**src/rtl/dual_port_ram_if.sv**
```systemverilog
// Bus bundle for the simple dual-port RAM: one write port and one read port.
// The master drives both ports; the slave (the RAM) returns registered read data.
interface dual_port_ram_if #(
  parameter int ADDR_WIDTH = 4,
  parameter int DATA_WIDTH = 8
);
  logic                  wr_enb;
  logic [ADDR_WIDTH-1:0] wr_addr;
  logic [DATA_WIDTH-1:0] wr_data;
  logic                  rd_enb;
  logic [ADDR_WIDTH-1:0] rd_addr;
  logic [DATA_WIDTH-1:0] rd_data;

  modport master (
    output wr_enb,
    output wr_addr,
    output wr_data,
    output rd_enb,
    output rd_addr,
    input  rd_data
  );

  modport slave (
    input  wr_enb,
    input  wr_addr,
    input  wr_data,
    input  rd_enb,
    input  rd_addr,
    output rd_data
  );
endinterface

```
**src/rtl/dual_port_ram.sv**
```systemverilog
// Simple dual-port synchronous RAM with a registered read port and write-through
// bypass on same-address collisions. Synchronous active-low reset clears every word.
module dual_port_ram #(
  parameter int ADDR_WIDTH = 4,
  parameter int DATA_WIDTH = 8
) (
  input  logic              clk,
  input  logic              rst,
  dual_port_ram_if.slave    bus
);
  localparam int DEPTH = 2 ** ADDR_WIDTH;

  logic [DATA_WIDTH-1:0] mem_reg [DEPTH];
  logic [DATA_WIDTH-1:0] rd_data_reg;
  logic [DATA_WIDTH-1:0] rd_data_next;
  logic [DEPTH-1:0]      word_we;
  logic                  collision;

  // One-hot write decode; addresses outside an enabled write never select a word.
  generate
    for (genvar gi = 0; gi < DEPTH; gi++) begin : g_we
      assign word_we[gi] = bus.wr_enb && (bus.wr_addr == ADDR_WIDTH'(gi));
    end
  endgenerate

  always_ff @(posedge clk) begin
    for (int i = 0; i < DEPTH; i++) begin
      if (!rst) begin
        mem_reg[i] <= '0;
      end else if (word_we[i]) begin
        mem_reg[i] <= bus.wr_data;
      end
    end
  end

  assign collision = bus.wr_enb && (bus.wr_addr == bus.rd_addr);

  // A same-address write wins over the stored word so the reader sees new data.
  always_comb begin
    rd_data_next = rd_data_reg;
    if (bus.rd_enb) begin
      rd_data_next = collision ? bus.wr_data : mem_reg[bus.rd_addr];
    end
  end

  always_ff @(posedge clk) begin
    if (!rst) begin
      rd_data_reg <= '0;
    end else begin
      rd_data_reg <= rd_data_next;
    end
  end

  assign bus.rd_data = rd_data_reg;
endmodule

```
**src/flat_wrapper.sv**
```systemverilog
// flat-port wrapper written by rule: the top's interface ports become plain ports
module dual_port_ram_flat 
#(
  parameter int ADDR_WIDTH = 4,
  parameter int DATA_WIDTH = 8
)
  (clk, rst, bus_wr_enb, bus_wr_addr, bus_wr_data, bus_rd_enb, bus_rd_addr, bus_rd_data);
  dual_port_ram_if #(.ADDR_WIDTH(ADDR_WIDTH), .DATA_WIDTH(DATA_WIDTH)) bus_i ();
  input  logic clk;
  input  logic rst;
  input wire logic [$bits(bus_i.wr_enb)-1:0] bus_wr_enb;
  input wire logic [$bits(bus_i.wr_addr)-1:0] bus_wr_addr;
  input wire logic [$bits(bus_i.wr_data)-1:0] bus_wr_data;
  input wire logic [$bits(bus_i.rd_enb)-1:0] bus_rd_enb;
  input wire logic [$bits(bus_i.rd_addr)-1:0] bus_rd_addr;
  output wire logic [$bits(bus_i.rd_data)-1:0] bus_rd_data;
  assign bus_i.wr_enb = bus_wr_enb;
  assign bus_i.wr_addr = bus_wr_addr;
  assign bus_i.wr_data = bus_wr_data;
  assign bus_i.rd_enb = bus_rd_enb;
  assign bus_i.rd_addr = bus_rd_addr;
  assign bus_rd_data = bus_i.rd_data;
  dual_port_ram #(.ADDR_WIDTH(ADDR_WIDTH), .DATA_WIDTH(DATA_WIDTH)) u_core (.clk(clk), .rst(rst), .bus(bus_i));
endmodule
```
**config.mk**
```make
export PLATFORM = sky130hd
export DESIGN_NAME = dual_port_ram_flat
export DESIGN_NICKNAME = d
export VERILOG_FILES = /design/src/rtl/dual_port_ram_if.sv /design/src/rtl/dual_port_ram.sv /design/src/flat_wrapper.sv
export SDC_FILE = /design/constraint.sdc
export NUM_CORES = 1
export LEC_CHECK = 0
export ABC_AREA = 0
export CAP_MARGIN = 30
export CORE_MARGIN = 5
export CORE_UTILIZATION = 45
export DETAILED_ROUTE_END_ITERATION = 16
export PLACE_DENSITY = 0.7
export SYNTH_ARGS = -nofsm -noshare
export SYNTH_HDL_FRONTEND = slang
export SYNTH_SLANG_ARGS = --single-unit
```
**constraint.sdc**
```tcl
create_clock -name clk -period 3.16 [get_ports clk]
set_clock_uncertainty 0.05 [all_clocks]
set_input_delay 0.632 -clock clk [delete_from_list [all_inputs] [get_ports clk]]
set_output_delay 0.632 -clock clk [all_outputs]
set_load 0.01 [all_outputs]
```
Clock network drawn from the DEF:
Bar = 50 um.
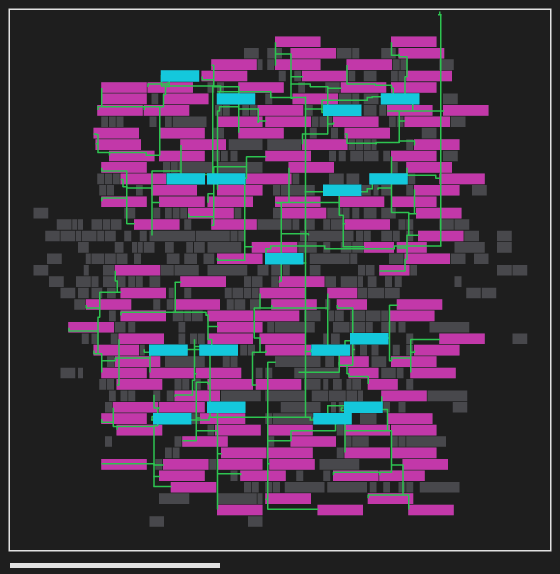
[magenta] flip-flops | count: 136
[cyan] clock drivers | count: 17
[green] clock wires | length: 1560 um
routed clock nets: 18
clock latency on the worst-skew pair: 0.41 ns
Clock net power: 2.10 mW
relative contribution of the clock network to total power: 0.453

Metal 3:
Bar = 50 um. Cells faint in the background.
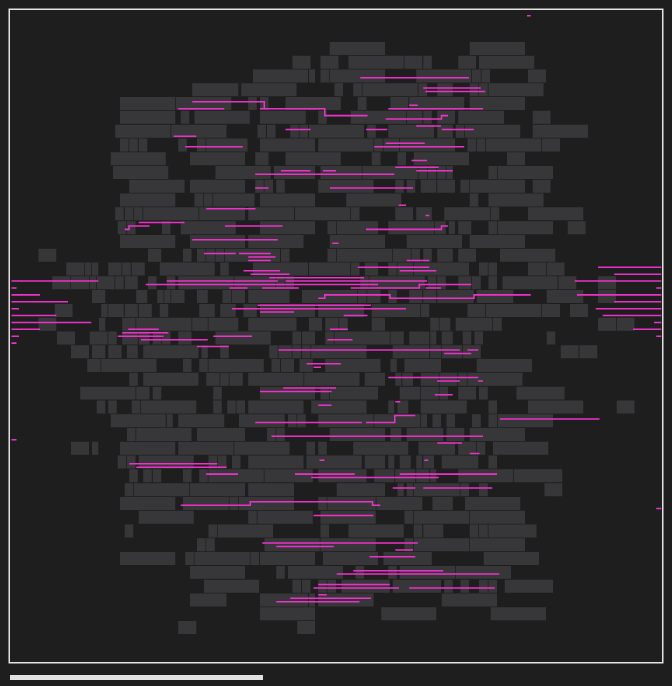
main direction: horizontal
share of all routed wire: 9.1%
vias: 4203
total detailed-routing wirelength: 15.56 mm
met3 track utilization from global routing: 0.05064

==> results.yml <==
# synthesis and place-and-route metrics
status:
  status: "finished, final reports clean"
min_path:
  hold_path.class: "reg -> reg"
timing:
  grt_setup_unrepaired: "false"
  setup_viol_count_final: 0
yosys:
  synthDominantCellAreaShare: 0.6071
  synthesis.nets: 480
  syn_area_mm2: 0.006331
  synth_flop_count: 136
  ys_cells: 460
  asyncSetResetFlopFracSynth: 0
  synth-seq-area-share: 0.6324
  ys_types: 31
  avgSynthCellArea_um2: 13.76
route:
  met2_wirelength_mm: 7.253
  detailedRoute.firstPassIterationCount: 5
clocking:
  cts_tree: "built"
  numCtsBuffers: 17
  htree_num_levels: 4
finish:
  antenna_cells: 0
  cell_area_after_layout_mm2: 0.007445
  finish.net_count: 503
setup_path:
  critical_path_class: "in -> reg"
  r2r_end: "u_core.bus.rd_data[5]"
  worstReg2RegStart: "u_core.mem_reg[4][5]"
pwr:
  cellPowerDensity_mw_per_mm2: 622.4
  total_power_mw: 4.634
floorplanning:
  design.portCount: 28
  core-area_mm2: 0.01383
  die_area_mm2: 0.01654
placement:
  port-buffer-count: 27
  dp_slack_ns: 0.4826
global_routing:
  grt_pass1_wl_mm: 24.15
  grt_util_all_layers: 0.1966
  largest_net_degree_at_the_start_of_global_routing: 36
Congestion heat map:
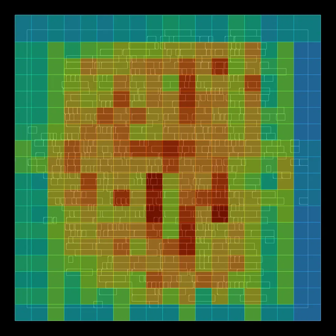
busiest layer in global routing: met2
met1 global-route usage: 0.2856
average detailed-routed wire length per instance: 23.01 um
met2 track utilization from global routing: 0.2945

-- how the worst max path moves through the flow --
stage / to / depth (start not counted) / from
2_1_floorplan: u_core.mem_reg[0][0] / 3 / bus_wr_addr[0]
3_3_place_gp: u_core.mem_reg[1][5] / 4 / bus_wr_addr[2]
3_5_place_dp: u_core.mem_reg[1][5] / 4 / bus_wr_addr[2]
4_1_cts: u_core.bus.rd_data[5] / 6 / bus_rd_addr[0]
5_1_grt: u_core.mem_reg[12][1] / 4 / bus_wr_enb
6_report: u_core.mem_reg[1][7] / 4 / bus_wr_addr[2]
-- worst max-delay path, stage by stage --
cell and delay, ns:
sky130_fd_sc_hd__clkdlybuf4s50_1 0.58, sky130_fd_sc_hd__or2_2 0.43, sky130_fd_sc_hd__o21ai_0 0.45, sky130_fd_sc_hd__buf_4 0.25
-- metal layers --
metal | up-vias | GRT usage
li1 | 1867 | -
met1 | 2079 | 0.2856
met2 | 237 | 0.2945
met3 | 20 | 0.05064
met4 | 0 | 0.05744
met5 | - | 0
-- logic make-up after synthesis --
family,share of synthesized area
multiplexers,0.1344
AND/OR/NAND/NOR,0.1241
XOR/XNOR,0.005535
buffers and inverters,0.04486
AND-OR/OR-AND,0.05870
flip-flops,0.6324
-- layout by cell type, fill, tap and decap left out, types with 4 or more instances in the layout --
master	instances
sky130_fd_sc_hd__a221oi_1	8
sky130_fd_sc_hd__a31oi_1	8
sky130_fd_sc_hd__a41o_1	8
sky130_fd_sc_hd__buf_4	29
sky130_fd_sc_hd__bufinv_16	5
sky130_fd_sc_hd__clkbuf_1	5
sky130_fd_sc_hd__clkbuf_16	17
sky130_fd_sc_hd__clkdlybuf4s50_1	26
sky130_fd_sc_hd__clkinv_1	8
sky130_fd_sc_hd__clkinv_2	5
sky130_fd_sc_hd__dfxtp_1	8
sky130_fd_sc_hd__edfxtp_1	128
sky130_fd_sc_hd__mux2_2	8
sky130_fd_sc_hd__mux2i_1	16
sky130_fd_sc_hd__mux4_1	16
sky130_fd_sc_hd__mux4_2	8
sky130_fd_sc_hd__nand2_1	10
sky130_fd_sc_hd__nand3b_1	4
sky130_fd_sc_hd__nor3_1	128
sky130_fd_sc_hd__o21ai_0	32
-- metrics by stage --
step                      utilization  hold slack [ns]  instances
after global placement         0.4936           0.5799        644
after CTS                      0.5384           0.6119        676
after detailed placement       0.4936           0.6008        644
after global routing           0.5384           0.6510        676
final                          0.5384           0.6175        676
after floorplan                     -           0.5752        460
-- layout make-up --
type / instances / area, um2 / area share
repair buffers: 58 / 523.0 / 0.07025
clock buffers: 22 / 444.2 / 0.05966
inverters: 8 / 30.03 / 0.004034
multi-input cells: 262 / 2043 / 0.2745
well taps: 180 / 225.2 / 0.03025
clock inverters: 10 / 175.2 / 0.02353
flip-flops and latches: 136 / 4004 / 0.5378
-- power by group --
group / switching [mW] / internal [mW]
sequential: 0.0407 / 2.08
clock: 0.707 / 1.39
combinational: 0.245 / 0.168
Power figures rest on the tool's default switching activity, not on a simulated workload.
